layers.png
Drawn at 6 px/um. Two of the layers only.
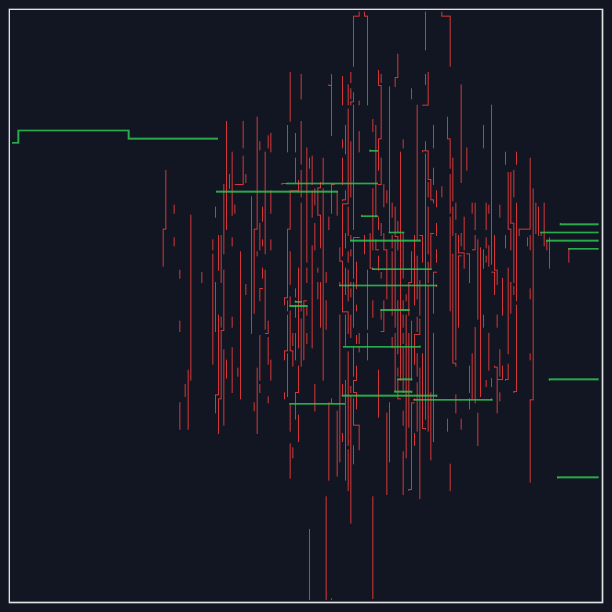
util_map.png
Drawn at 3 px/um. 10 x 10 tiles, from white (low) to dark blue (high), 0 to 100% covered.
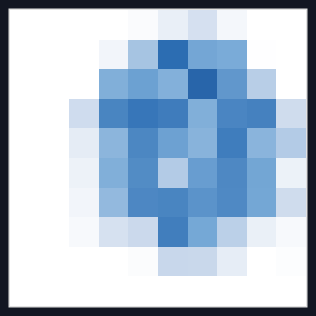
clock_wires.png
Drawn at 6 px/um.
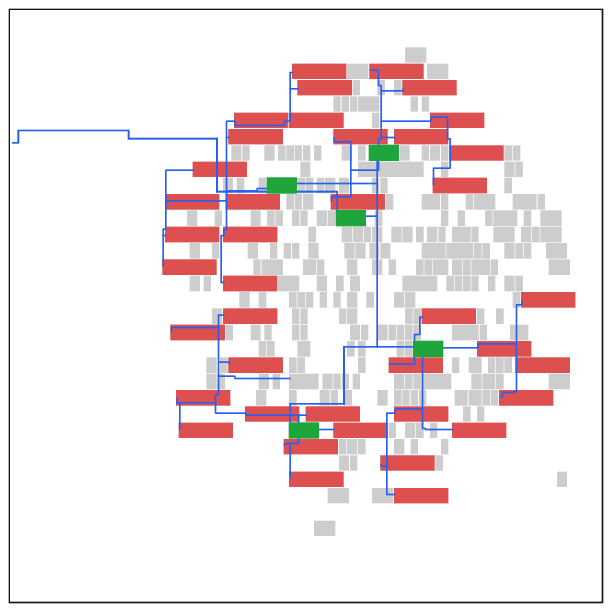
floorplan.png
Drawn at 4 px/um. Pins as bars on the die edge.
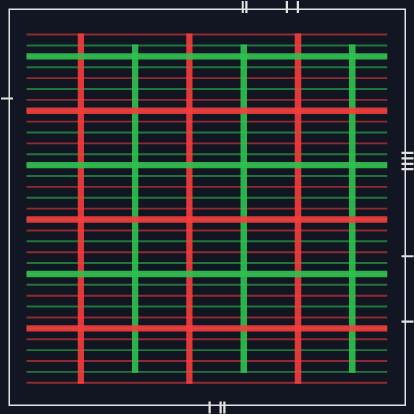
congestion_map.png
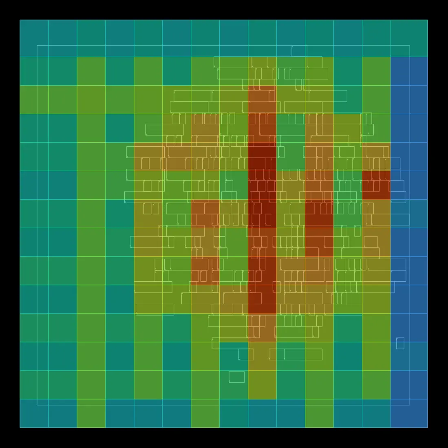
## src/rtl/iiitb_lifo_if.sv

```systemverilog
// Operation and status bundle for iiitb_lifo: the stack user drives the
// operation request and observes the popped word and the occupancy flags.
interface iiitb_lifo_if #(
  parameter int WIDTH = 4
);
  logic             EN;
  logic             RW;
  logic [WIDTH-1:0] dataIn;
  logic [WIDTH-1:0] dataOut;
  logic             EMPTY;
  logic             FULL;

  modport master (
    output EN, RW, dataIn,
    input  dataOut, EMPTY, FULL
  );

  modport slave (
    input  EN, RW, dataIn,
    output dataOut, EMPTY, FULL
  );
endinterface

```

## src/rtl/iiitb_lifo.sv

```systemverilog
// DEPTH x WIDTH last-in-first-out stack with a registered pop output.
// Overflowing pushes and underflowing pops are ignored.
module iiitb_lifo #(
  parameter int WIDTH = 4,
  parameter int DEPTH = 8
) (
  input  logic       Clk,
  input  logic       Rst,
  iiitb_lifo_if.slave bus
);
  localparam int AW = $clog2(DEPTH);
  localparam logic [AW:0] FULL_CNT = (AW + 1)'(DEPTH);

  logic [WIDTH-1:0] mem_r [DEPTH];
  logic [AW:0]      sp_r;
  logic [WIDTH-1:0] dataout_r;

  logic             empty_s;
  logic             full_s;
  logic             push_s;
  logic             pop_s;
  logic [AW:0]      sp_dec_s;
  logic [AW-1:0]    wr_idx_s;
  logic [AW-1:0]    rd_idx_s;

  // Flags and operation qualifiers derive from the registered pointer only.
  always_comb begin
    empty_s  = (sp_r == '0);
    full_s   = (sp_r == FULL_CNT);
    push_s   = bus.EN & ~bus.RW & ~full_s;
    pop_s    = bus.EN &  bus.RW & ~empty_s;
    sp_dec_s = sp_r - {{AW{1'b0}}, 1'b1};
    wr_idx_s = sp_r[AW-1:0];
    rd_idx_s = sp_dec_s[AW-1:0];
  end

  // Stack pointer and popped-word register.
  always_ff @(posedge Clk or negedge Rst) begin
    if (!Rst) begin
      sp_r      <= '0;
      dataout_r <= '0;
    end else if (push_s) begin
      sp_r      <= sp_r + {{AW{1'b0}}, 1'b1};
      dataout_r <= dataout_r;
    end else if (pop_s) begin
      sp_r      <= sp_dec_s;
      dataout_r <= mem_r[rd_idx_s];
    end else begin
      sp_r      <= sp_r;
      dataout_r <= dataout_r;
    end
  end

  // Storage array; popped entries are kept until a later push overwrites them.
  always_ff @(posedge Clk or negedge Rst) begin
    if (!Rst) begin
      for (int i = 0; i < DEPTH; i++) begin
        mem_r[i] <= '0;
      end
    end else if (push_s) begin
      mem_r[wr_idx_s] <= bus.dataIn;
    end else begin
      mem_r <= mem_r;
    end
  end

  assign bus.dataOut = dataout_r;
  assign bus.EMPTY   = empty_s;
  assign bus.FULL    = full_s;
endmodule

```

## src/flat_wrapper.sv

```systemverilog
// flat-port wrapper written by rule: the top's interface ports become plain ports
module iiitb_lifo_flat 
#(
  parameter int WIDTH = 4,
  parameter int DEPTH = 8
)
  (Clk, Rst, bus_EN, bus_RW, bus_dataIn, bus_dataOut, bus_EMPTY, bus_FULL);
  iiitb_lifo_if #(.WIDTH(WIDTH)) bus_i ();
  input  logic Clk;
  input  logic Rst;
  input wire logic [$bits(bus_i.EN)-1:0] bus_EN;
  input wire logic [$bits(bus_i.RW)-1:0] bus_RW;
  input wire logic [$bits(bus_i.dataIn)-1:0] bus_dataIn;
  output wire logic [$bits(bus_i.dataOut)-1:0] bus_dataOut;
  output wire logic [$bits(bus_i.EMPTY)-1:0] bus_EMPTY;
  output wire logic [$bits(bus_i.FULL)-1:0] bus_FULL;
  assign bus_i.EN = bus_EN;
  assign bus_i.RW = bus_RW;
  assign bus_i.dataIn = bus_dataIn;
  assign bus_dataOut = bus_i.dataOut;
  assign bus_EMPTY = bus_i.EMPTY;
  assign bus_FULL = bus_i.FULL;
  iiitb_lifo #(.WIDTH(WIDTH), .DEPTH(DEPTH)) u_core (.Clk(Clk), .Rst(Rst), .bus(bus_i));
endmodule
```

## config.mk

```make
export PLATFORM = sky130hd
export DESIGN_NAME = iiitb_lifo_flat
export DESIGN_NICKNAME = d
export VERILOG_FILES = /design/src/rtl/iiitb_lifo_if.sv /design/src/rtl/iiitb_lifo.sv /design/src/flat_wrapper.sv
export SDC_FILE = /design/constraint.sdc
export NUM_CORES = 1
export LEC_CHECK = 0
export ABC_AREA = 1
export ABC_CLOCK_PERIOD_IN_PS = 4850
export CAP_MARGIN = 20
export CORE_MARGIN = 4
export CORE_UTILIZATION = 25
export DETAILED_ROUTE_END_ITERATION = 10
export SKIP_LAST_GASP = 1
export SLEW_MARGIN = 5
export SYNTH_ARGS = -nofsm -noshare
export SYNTH_HDL_FRONTEND = slang
export SYNTH_SLANG_ARGS = --single-unit
```

## constraint.sdc

```tcl
create_clock -name Clk -period 4.85 [get_ports Clk]
set_input_delay 1.2125 -clock Clk [delete_from_list [all_inputs] [get_ports Clk]]
set_output_delay 1.2125 -clock Clk [all_outputs]
set_load 0.05 [all_outputs]
```

==> impl_metrics.json <==
{
  "slew_viol_final": 0,
  "syn_inst": 268,
  "final_core_utilization_pct": 30.6,
  "reg2regPathDepth": 7,
  "ys_cells": 268,
  "antenna_cells_inserted": 0,
  "via_count_of_the_first_global_routing_pass": 1666,
  "ioPinCount": 14,
  "place_hpwl_mm": 3.47,
  "numCtsBuffers": 5,
  "area_delta_synth_final_pct": 17.0,
  "lay_top_count": "nand2_1",
  "floorplan.die_area_um2": 9730,
  "seq_area_um2": 1000,
  "fmax_mhz": 250,
  "max_stage_delay_ns": 0.88,
  "drt-initial-drc-count": 100,
  "tns_ns": 0,
  "antenna_violating_nets_post_route": 0,
  "tool_warnings": 27,
  "crit_path_top_delay_cell": "dfrtp_1",
  "fin_nets": 292,
  "worst-endpoint-arrival_ns": 2.79,
  "clock-skew-final_ns": 0.00458,
  "tritoncts": "built",
  "critPathCaptureType": "primary output",
  "cts.repair.resized": 0,
  "seq_cell_count": 40,
  "comb_cell_power_mw": 0.745,
  "synth_cell_types": 20,
  "cp-start-kind": "flip-flop",
  "reg2reg_setup_slack_ns": 2.21,
  "critical_path_peak_fanout": 23,
  "reg2reg_to": "u_core.bus.dataOut[1]",
  "crit_family": "buffers and inverters",
  "post_synth_tally_of_flip_flops_with_integrated_enable": 0,
  "power.share.clock_pct": 17.8,
  "wl_met3_um": 222,
  "grt_pass1_wl_mm": 7.96,
  "setup_repair_after_global_routing_missed_its_margin": "false",
  "synth_chip_area_um2": 2050,
  "buf_share_pct": 5.21,
  "critical_path_depth": 5,
  "finalClockPeriodUsage_pct": 82.6,
  "switching_part_of_the_total_pct": 43.7,
  "ys.flop_type": "dfrtp_1",
  "hold_viol_final": 0,
  "well_tap_count": 102,
  "placed_area_um2": 2280,
  "syn_nets": 278,
  "total_leakage_power_nw": 1.20,
  "whs_path_depth": 2,
  "worst_margin_pin_slew_ns": 0.908,
  "globalRoute.totalOverflow": 0,
  "clock_sink_count": 40,
  "ys.flops": 40,
  "deepest_clock_path_buffer_count": 2,
  "met2RoutedLength_mm": 2.30,
  "max_reg_flops": 32,
  "layout.filler_cells": 850,
  "min_from": "u_core.mem_r[4]",
  "post_synth_main_logic_family": "simple AND/OR/NAND/NOR gates",
  "clk-power_mw": 0.296,
  "power.total_mw": 1.66,
  "min_delay_worst_endpoint": "u_core.mem_r[4]",
  "layout.clock_buffers": 7,
  "cts.root.buffer_cell": "clkbuf_8",
  "placementRows": 32,
  "weighted_congestion_reported_at_the_end_of_routability_driven_placement": 0.888,
  "top_power_group": "combinational cells",
  "reg2reg_from": "u_core.sp_r[0]",
  "final_layout_size_suffix_gt1_share_pct": 7.77,
  "port_buffers": 13,
  "registers.top_by_ff_count": "u_core.mem_r",
  "simple_gate_area_share_pct": 32.5,
  "final_cell_area_um2": 2400,
  "detail_route.wirelength_mm": 4.73,
  "cap_viol_max_count": 0,
  "timing.final.crit_period_ns": 4.01,
  "post_synth.cell_area_avg_um2": 7.66,
  "netlist_top_cells_area": "dfrtp_1 (49%), nand2_1 (18%), nand3_1 (7.3%), inv_1 (6.4%), o21ai_1 (3.9%)",
  "worst_path_setup_slack_after_routing_ns": 0.843,
  "ys_seq_share_pct": 48.8,
  "setup_crit_start": "u_core.sp_r[0]",
  "hold_class": "reg -> reg",
  "fin_worst_hold_slack_ns": 0.479,
  "setup_viol": 0,
  "die_height_um": 98.6,
  "area_share_clock_buf_inv_pct": 5.26,
  "initial_core_util_pct": 26.2,
  "post-synth-top-area-cell": "dfrtp_1",
  "run_status": "complete, no violations",
  "clk_latency_ns": 0.29,
  "wl_per_cell_um": 12.3,
  "layout.cells.non_filler": 385,
  "route.detailed.vias_per_inst": 4.40,
  "die_width_um": 98.6,
  "combinational_area_um2": 876
}
-- layers.png (at the start) --
green -> M3  # wire length 223 um
red -> M2  # wire length 2300 um

-- util_map.png (at the start) --
densest ninth of the die = centre
fullest tile = 78%
nearly empty tiles = 41%
mean over tiles = 23%
emptiest ninth of the die = lower left
tiles over 75% full = 2.0%

-- clock_wires.png (at the start) --
red -> flip-flops  # count 40
blue -> clock wires  # length 509 um
green -> clock-net drivers  # count 5
routed clock nets = 6

-- floorplan.png (at the start) --
red -> VSS
green -> VDD
met5 straps = 6
rows = 32
met1 rails = 33
met4 straps = 6

-- congestion_map.png (at the start) --
met3 Usage GRT: 2.69%
global-route usage over all layers: 10.0%
met1 global-route usage: 12.9%
GR met2 Demand/Resource: 16.8%

